run_1/clk_routes.png
Bar = 20 um.
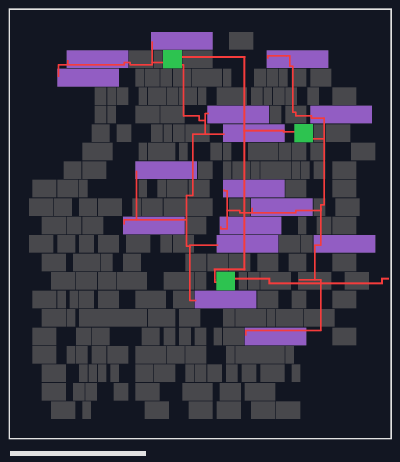
run_1/clocks.png
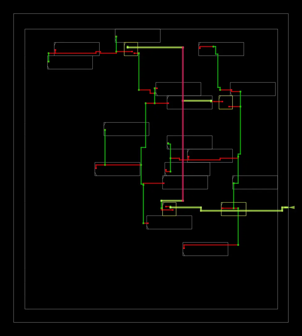
run_1/power_grid.png
Bar = 20 um. Pins as bars on the die edge.
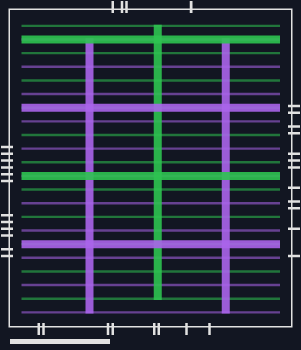
run_1/placement_by_type.png
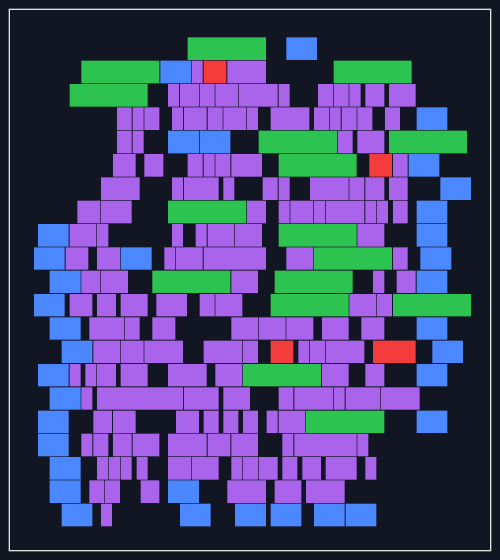
--- config.mk ---
export PLATFORM = sky130hd
export DESIGN_NAME = instr_fetch_seq
export DESIGN_NICKNAME = d
export VERILOG_FILES = /design/src/rtl/instr_fetch_seq.sv
export SDC_FILE = /design/constraint.sdc
export NUM_CORES = 1
export LEC_CHECK = 0
export CORE_AREA = 2 2 54 61
export DETAILED_ROUTE_END_ITERATION = 6
export DIE_AREA = 0 0 56 63
export PLACE_DENSITY = 0.84
export SLEW_MARGIN = 0
export SYNTH_ARGS = -nofsm -noshare
export SYNTH_HDL_FRONTEND = slang
export SYNTH_SLANG_ARGS = --single-unit
--- constraint.sdc ---
create_clock -name clk -period 8.3 [get_ports clk]
set_input_delay 1.66 -clock clk [delete_from_list [all_inputs] [get_ports clk]]
set_output_delay 1.66 -clock clk [all_outputs]
set_load 0.02 [all_outputs]
--- src/rtl/instr_fetch_seq.sv ---
// ============================================================================
// Module   : instr_fetch_seq
// Brief    : Instruction-fetch sequencer. Holds each word address for DWELL
//            cycles, retires it, then advances sequentially or by a taken
//            branch offset. Stops on the instruction budget, at the end of
//            memory, or on an out-of-range branch target.
// Options  : FETCH_WRAP_EN - sequential fetch wraps DEPTH-1 -> 0 instead of
//            ending the run.
// Revision : 1.0 - initial release
// ============================================================================
`default_nettype none

module instr_fetch_seq #(
  parameter int ADDR_W    = 5,
  parameter int DEPTH     = 32,
  parameter int DWELL     = 4,
  parameter int MAX_INSTR = 31
) (
  input  logic              clk,
  input  logic              rst_n,
  input  logic              start,
  input  logic              halt,
  input  logic              branch_taken,
  input  logic [15:0]       branch_offset,
  output logic [ADDR_W-1:0] word_address,
  output logic              fetch_valid,
  output logic              retire,
  output logic [ADDR_W:0]   instr_count,
  output logic              done,
  output logic              range_err
);

  localparam logic [1:0] S_IDLE  = 2'd0;
  localparam logic [1:0] S_RUN   = 2'd1;
  localparam logic [1:0] S_PAUSE = 2'd2;
  localparam logic [1:0] S_DONE  = 2'd3;

  localparam int DW_W = (DWELL > 1) ? $clog2(DWELL) : 1;
  // Branch target arithmetic width: address plus sign-extended 16-bit offset
  // with enough headroom that neither overflow nor underflow can alias.
  localparam int TW   = ADDR_W + 17;

  localparam logic [DW_W-1:0] DWELL_LAST = DW_W'(DWELL - 1);
  localparam logic [ADDR_W:0] DEPTH_C    = (ADDR_W + 1)'(DEPTH);
  localparam logic [ADDR_W:0] MAX_C      = (ADDR_W + 1)'(MAX_INSTR);
  localparam logic [TW-1:0]   DEPTH_T    = TW'(DEPTH);

  logic [1:0]        state;
  logic [DW_W-1:0]   dwell;

  logic              retire_now;
  logic [ADDR_W:0]   count_next;
  logic [ADDR_W:0]   seq_next;
  logic [ADDR_W-1:0] seq_addr;
  logic              seq_end;
  logic [TW-1:0]     br_target;
  logic              br_bad;
  logic [ADDR_W-1:0] next_addr;
  logic              finish;

  // Next-address selection and run-termination decision for the retire cycle
  always_comb begin
    retire_now = (state == S_RUN) && !halt && (dwell == DWELL_LAST);
    count_next = instr_count + (ADDR_W + 1)'(1);
    seq_next   = (ADDR_W + 1)'(word_address) + (ADDR_W + 1)'(1);
`ifdef FETCH_WRAP_EN
    seq_end    = 1'b0;
    seq_addr   = (seq_next == DEPTH_C) ? '0 : seq_next[ADDR_W-1:0];
`else
    seq_end    = (seq_next == DEPTH_C);
    seq_addr   = seq_next[ADDR_W-1:0];
`endif
    // Two's-complement sum; a set MSB means the target went negative.
    br_target  = TW'(word_address) + {{(ADDR_W + 1){branch_offset[15]}}, branch_offset}
                 + TW'(1);
    br_bad     = branch_taken && (br_target[TW-1] || (br_target >= DEPTH_T));
    next_addr  = branch_taken ? br_target[ADDR_W-1:0] : seq_addr;
    finish     = (count_next == MAX_C) || (!branch_taken && seq_end) || br_bad;
  end

  // Sequencer state, dwell counter, address and run statistics
  always_ff @(posedge clk or negedge rst_n) begin
    if (!rst_n) begin
      state        <= S_IDLE;
      dwell        <= '0;
      word_address <= '0;
      instr_count  <= '0;
      range_err    <= 1'b0;
    end else begin
      case (state)
        S_IDLE, S_DONE: begin
          if (start && !halt) begin
            state        <= S_RUN;
            dwell        <= '0;
            word_address <= '0;
            instr_count  <= '0;
            range_err    <= 1'b0;
          end
        end
        S_RUN: begin
          if (halt) begin
            state <= S_PAUSE;
          end else if (dwell == DWELL_LAST) begin
            dwell       <= '0;
            instr_count <= count_next;
            if (br_bad) begin
              range_err <= 1'b1;
            end
            // On termination the last retired address stays visible.
            if (finish) begin
              state <= S_DONE;
            end else begin
              word_address <= next_addr;
            end
          end else begin
            dwell <= dwell + DW_W'(1);
          end
        end
        S_PAUSE: begin
          if (!halt) begin
            state <= S_RUN;
          end
        end
        default: state <= S_IDLE;
      endcase
    end
  end

  // Status outputs decoded from the current state
  always_comb begin
    fetch_valid = (state == S_RUN);
    done        = (state == S_DONE);
    retire      = retire_now;
  end

endmodule

`default_nettype wire

==> run_results.csv, run 1 <==
group,metric,value,unit
run_status,status,"completed",
power_and_ir_drop,leakagePower,0.000831,uW
timing,slew-limit-headroom,0.486,
clock_tree,clk_pin_slew,0.11,ns
worst_setup_path,timing.reg2reg.setup_slack,5.05,ns
final_layout,comb.multi_input.count,146,
flow_run,warnings,30,
grt,first_global_vias,1371,
final_layout,inverters,10,
flow_run,cap_violations,0,
grt,grt_usage,0.202,
worst_setup_path,cp_top_family,"buffers and inverters",
floorplanning,num_tap_cells,34,
clock_tree,cts_setup_buffers,0,
clock_tree,clockBufferDepth,2,
clock_tree,htreeDepth,1,
timing,period_used_share,0.563,
synth,syn-num-nets,210,
final_layout,biggestCellCategory,"multi-input combinational cells",
worst_setup_path,crit_path_end_kind,"primary output",
synth,ys_ff,16,
synth,yosys_warnings,0,
worst_setup_path,cp_data_required_time,6.64,ns
final_layout,layout-drive-gt1-share,0.104,
floorplanning,initial_core_util,0.516,
synth,edf_count,0,
floorplanning,io_pins,36,
floorplanning,rows,21,
timing,worst_pin_slew,0.768,ns
hold_path,hold_end,"range_err$_DFFE_PN0P_",
final_layout,seq_share,0.207,
final_layout,final-clk-cell-share,0.0188,
synth,fa_ha_area_frac,0.120,
final_layout,synthToLayoutAreaGrowth,27.5,%
final_layout,regArea,400,um2
synth,syn_inst,175,
drt,detail_route.wl_per_cell,14.7,um
hold_path,hp-class,"register to register",
drt,detail-route-antenna-nets,0,
clock_tree,ctsHoldBuffers,0,
grt,grt_pass1_wl,5.82,mm
final_layout,finish.utilization,0.657,
final_layout,fillers,251,
final_layout,buf_share,0.181,
clock_tree,cts_tree,"built",
About clk_routes.png:
- flip-flops: purple (count 16)
- clock wires: red (length 269 um)
- clock drivers: green (count 3)
- routed clock nets: 4

About clocks.png:
Clock Sinks: 16
CTS Buf Count: 3
Clock Skews: 0.00212 ns
flip-flops: 16
P_clk: 57.8 uW

About power_grid.png:
- VSS: purple
- VDD: green
- rows: 21
- signal pins: 36
VDD IR max: 202 uV
die height: 63 um
Die W: 56 um

About placement_by_type.png:
- sequential cells: green (cells 16; share of their area 21%)
- clock drivers and dummy loads: red (cells 4; share of their area 1.9%)
- combinational and other logic: purple (cells 156; share of their area 58%)
- remaining buffers and delay cells: blue (cells 35; share of their area 19%)

-- run 1: state kept, by name, summed over array words and instances (netlist names) --
register      count
instr_count       6
word_address      5
dwell             2
state             2
range_err         1
-- run 1: synth_stat cells, types with 2 or more instances --
master / n
a211oi_1: 2
a21o_1: 2
a21o_2: 2
a21oi_1: 10
a22o_1: 7
a22oi_1: 3
a41oi_1: 2
and3_1: 2
and3_2: 2
clkbuf_1: 2
dfrtp_1: 16
ha_1: 13
inv_1: 9
mux2i_1: 2
nand2_1: 15
nand2b_1: 5
nand3_1: 7
nand4_1: 2
nor2_1: 13
nor3_1: 3
nor4_1: 3
o211ai_1: 2
o21ai_0: 13
o31ai_1: 3
xnor2_1: 5
xor2_1: 3
-- run 1: power by group --
part | leakage, uW | internal (uW) | switching (uW)
combinational | 0.000617 | 157 | 182
sequential | 0.000193 | 108 | 48.4
clock | 0.0000210 | 26.9 | 30.9
-- run 1: per-layer routing --
| metal | GRT usage | wire (um) | up-vias |
|---|---|---|---|
| met3 | 0.0476 | 207 | 3 |
| met2 | 0.362 | 1790 | 53 |
| li1 | - | - | 741 |
| met5 | 0 | 0 | - |
| met4 | 0.0685 | 31 | 0 |
| met1 | 0.231 | 1570 | 726 |
-- run 1: worst register-to-register path: cells and delay by family, from the launching register on --
kind	cells	cell delay (ns)
AOI/OAI and AO/OA	6	1.40
adders and majority gates	2	0.61
DFF	1	0.49
and+or+nand+nor	2	0.47
buffers and inverters	2	0.17
-- run 1: metrics by stage --
step | setup slack [ns] | power [uW] | hold WS (ns)
2_1_floorplan | 4.16 | 375 | 0.476
3_3_place_gp | 3.64 | 476 | 0.493
3_5_place_dp | 3.49 | 493 | 0.498
4_1_cts | 3.64 | 550 | 0.524
5_1_grt | 3.57 | 592 | 0.560
6_report | 3.63 | 552 | 0.518
run_1/wires.png
Bar = 20 um.
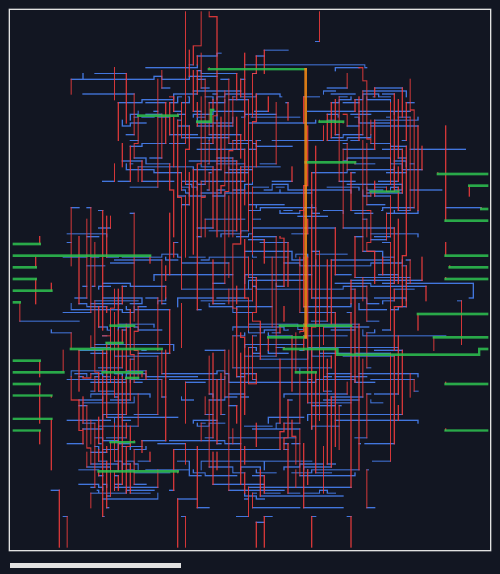

==> run 2: changes to the inputs <==
CORE_AREA = 2 2 56 63   (was 2 2 54 61)
DIE_AREA = 0 0 58 65   (was 0 0 56 63)
PLACE_DENSITY = 0.79   (was 0.84)
clock period = 4.7 ns   (was 8.3 ns; I/O delays follow)
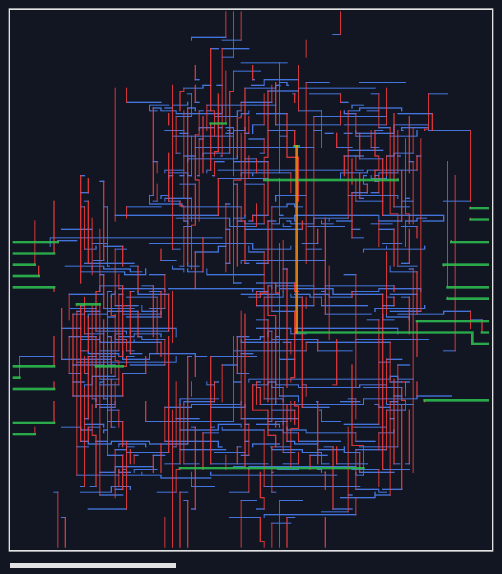
run_2/wires.png
Bar = 20 um.
- metal 2: red (wire length 1780 um)
- metal 4: orange (wire length 22.4 um)
- metal 1: blue (wire length 1510 um)
- metal 3: green (wire length 149 um)

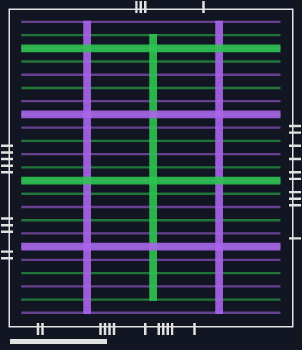
run_2/power_grid.png
Bar = 20 um. Pins as bars on the die edge.
Core ar.: 3190 um2
VDD IR max: 339 uV
die height: 65 um
Die W: 58 um

==> run 2 against run 1 <==
Net effect:
- hold slack improved by 0.012 ns
- global-route usage shrank 0.80 points
- combinational power grew 74%
- clock skew increased by 0.0040 ns
==> run_results.csv, run 2 <==
group,metric,value,unit
run_status,status,"completed",
drt,num_vias,1484,
timing,layout_setup_ws,0.953,ns
flow_run,warnings,30,
synth,top_area_cell,"dfrtp_1",
clock_tree,clockBufferDepth,2,
final_layout,layout.nets,247,
final_layout,layout-drive-gt1-share,0.100,
drt,drc,0,
power_and_ir_drop,design_power_total,934,uW
grt,met2_usage,0.355,
worst_setup_path,crit_path_end_kind,"register",
floorplanning,rows,22,
synth,ys_area,1520,um2
timing,hold_ws,0.530,ns
synth,ys_ff,16,
timing,worst_pin_slew,0.750,ns
placement,globalplace.congestion,0.856,
drt,wirelength,3.47,mm
drt,dr_wl_met3,149,um
clock_tree,cts_setup_buffers,0,
timing,finalCriticalPeriod,3.75,ns
placement,dpl_worst_slack,0.649,ns
clock_tree,ctsHoldBuffers,0,
final_layout,fillers,289,
flow_run,cap_violations,0,
synth,syn_avg_cell_area,8.67,um2
grt,grt.overflow.total,0,
grt,first_global_vias,1333,
worst_setup_path,cp.arrival,3.91,ns
synth,yosys_warnings,0,
hold_path,hold_end,"dwell[1]$_DFFE_PN0P_",
drt,drt_first_pass_iters,4,
grt,grtUsageMet1,0.233,
synth,syn_inst,175,
drt,met1Wirelength,1.51,mm
synth,yosysMostFrequentCell,"dfrtp_1",
clock_tree,htreeDepth,1,
final_layout,regMostFlops,"instr_count",
worst_setup_path,timing.reg2reg.setup_slack,1.51,ns
drt,detail-route-antenna-nets,0,
worst_setup_path,cp_max_fo,5,
synth,top_area_frac,0.264,
timing,slew-limit-headroom,0.495,
clock_tree,cts.sinks,16,
synth,top_cells_by_count,"16 x dfrtp_1, 15 x nand2_1, 13 x ha_1, 13 x nor2_1, 13 x o21ai_0",
clock_tree,clk_pin_slew,0.09,ns
worst_setup_path,cp_data_required_time,4.86,ns
hold_path,hp-start,"dwell[1]$_DFFE_PN0P_",
grt,grt_usage,0.194,
clock_tree,cts_buffers,3,
final_layout,top_regs,"instr_count (6), word_address (5)",
synth,syn-num-nets,210,
drt,drtIter0Drc,54,
synth,edf_count,0,
hold_path,hp-class,"register to register",
timing,tns,0,ns
synth,postSynth.asyncResetShare,1.00,
drt,routed.top_layer,"met4",
grt,use_met3,0.0240,
grt,grt_pass1_wl,5.73,mm
floorplanning,io_pins,36,
final_layout,synthToLayoutAreaGrowth,26.7,%
clock_tree,cts_tree,"built",
synth,synth_area,1520,um2
drt,dr_wl_met2,1.78,mm
floorplanning,initial_core_util,0.475,
grt,grt_busiest_layer,"met2",
final_layout,largest_register_ffs,6,
timing,period_used_share,0.797,
timing,slew_violations,0,
drt,detail_route.wl_per_cell,14.1,um
worst_setup_path,critPathKind,"input pin to register",
power_and_ir_drop,leakagePower,0.000824,uW
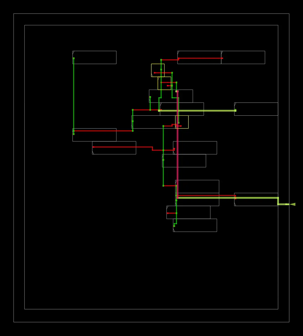
run_2/clocks.png
Clock Skews: 0.00611 ns
clk ins delay skew pair: 0.28 ns

==> run 2: worst max-delay path by stage <==
stage	start	slack, ns	endpoint
floorplan	branch_offset[0]	1.28	word_address[0]$_DFFE_PN0P_
global placement	branch_offset[0]	0.76	word_address[2]$_DFFE_PN0P_
detailed placement	branch_offset[0]	0.65	word_address[0]$_DFFE_PN0P_
CTS	branch_offset[0]	0.94	word_address[0]$_DFFE_PN0P_
global route	branch_offset[0]	0.83	word_address[0]$_DFFE_PN0P_
finish	branch_offset[0]	0.95	word_address[0]$_DFFE_PN0P_
==> run 2: cell type report <==
type                    count  area [um2]  share of cell area
multi-input cells         146        1070               0.555
well taps                  36        45.0              0.0234
inverters                  10        37.5              0.0195
clock buffers               3        22.5              0.0117
repair buffers             35         350               0.182
flip-flops and latches     16         400               0.208
==> run 2: per-stage QoR <==
step                       util  instance area (um2)
after floorplan               -                 1520
after global placement    0.595                 1900
after detailed placement  0.595                 1900
after CTS                 0.602                 1920
after global routing      0.602                 1920
final                     0.602                 1920
==> run 2: report_power, final <==
group	internal [uW]	total [uW]	switching, uW
sequential	190	274	83.7
combinational	276	590	315
clock	29.6	69.5	39.9
==> run 2: critical path, cell delays in order <==
cell,delay (ns)
clkdlybuf4s50_1,0.41
inv_1,0.06
ha_1,0.15
inv_1,0.05
fa_1,0.43
a211oi_2,0.22
o21bai_2,0.15
a2111oi_4,0.36
a211oi_1,0.10
nor4_2,0.32
nand3_2,0.17
a31o_1,0.31
a22o_1,0.25
==> run 2: cells by family after synthesis <==
logic type      Yosys count  synth area share
compound gates           61             0.309
xor+xnor                  8            0.0462
fa+ha+maj                14             0.120
buf+inv                  13            0.0330
flops                    16             0.264
mux                       3            0.0206
simple gates             60             0.207
Power is estimated from default activity; no workload was simulated.
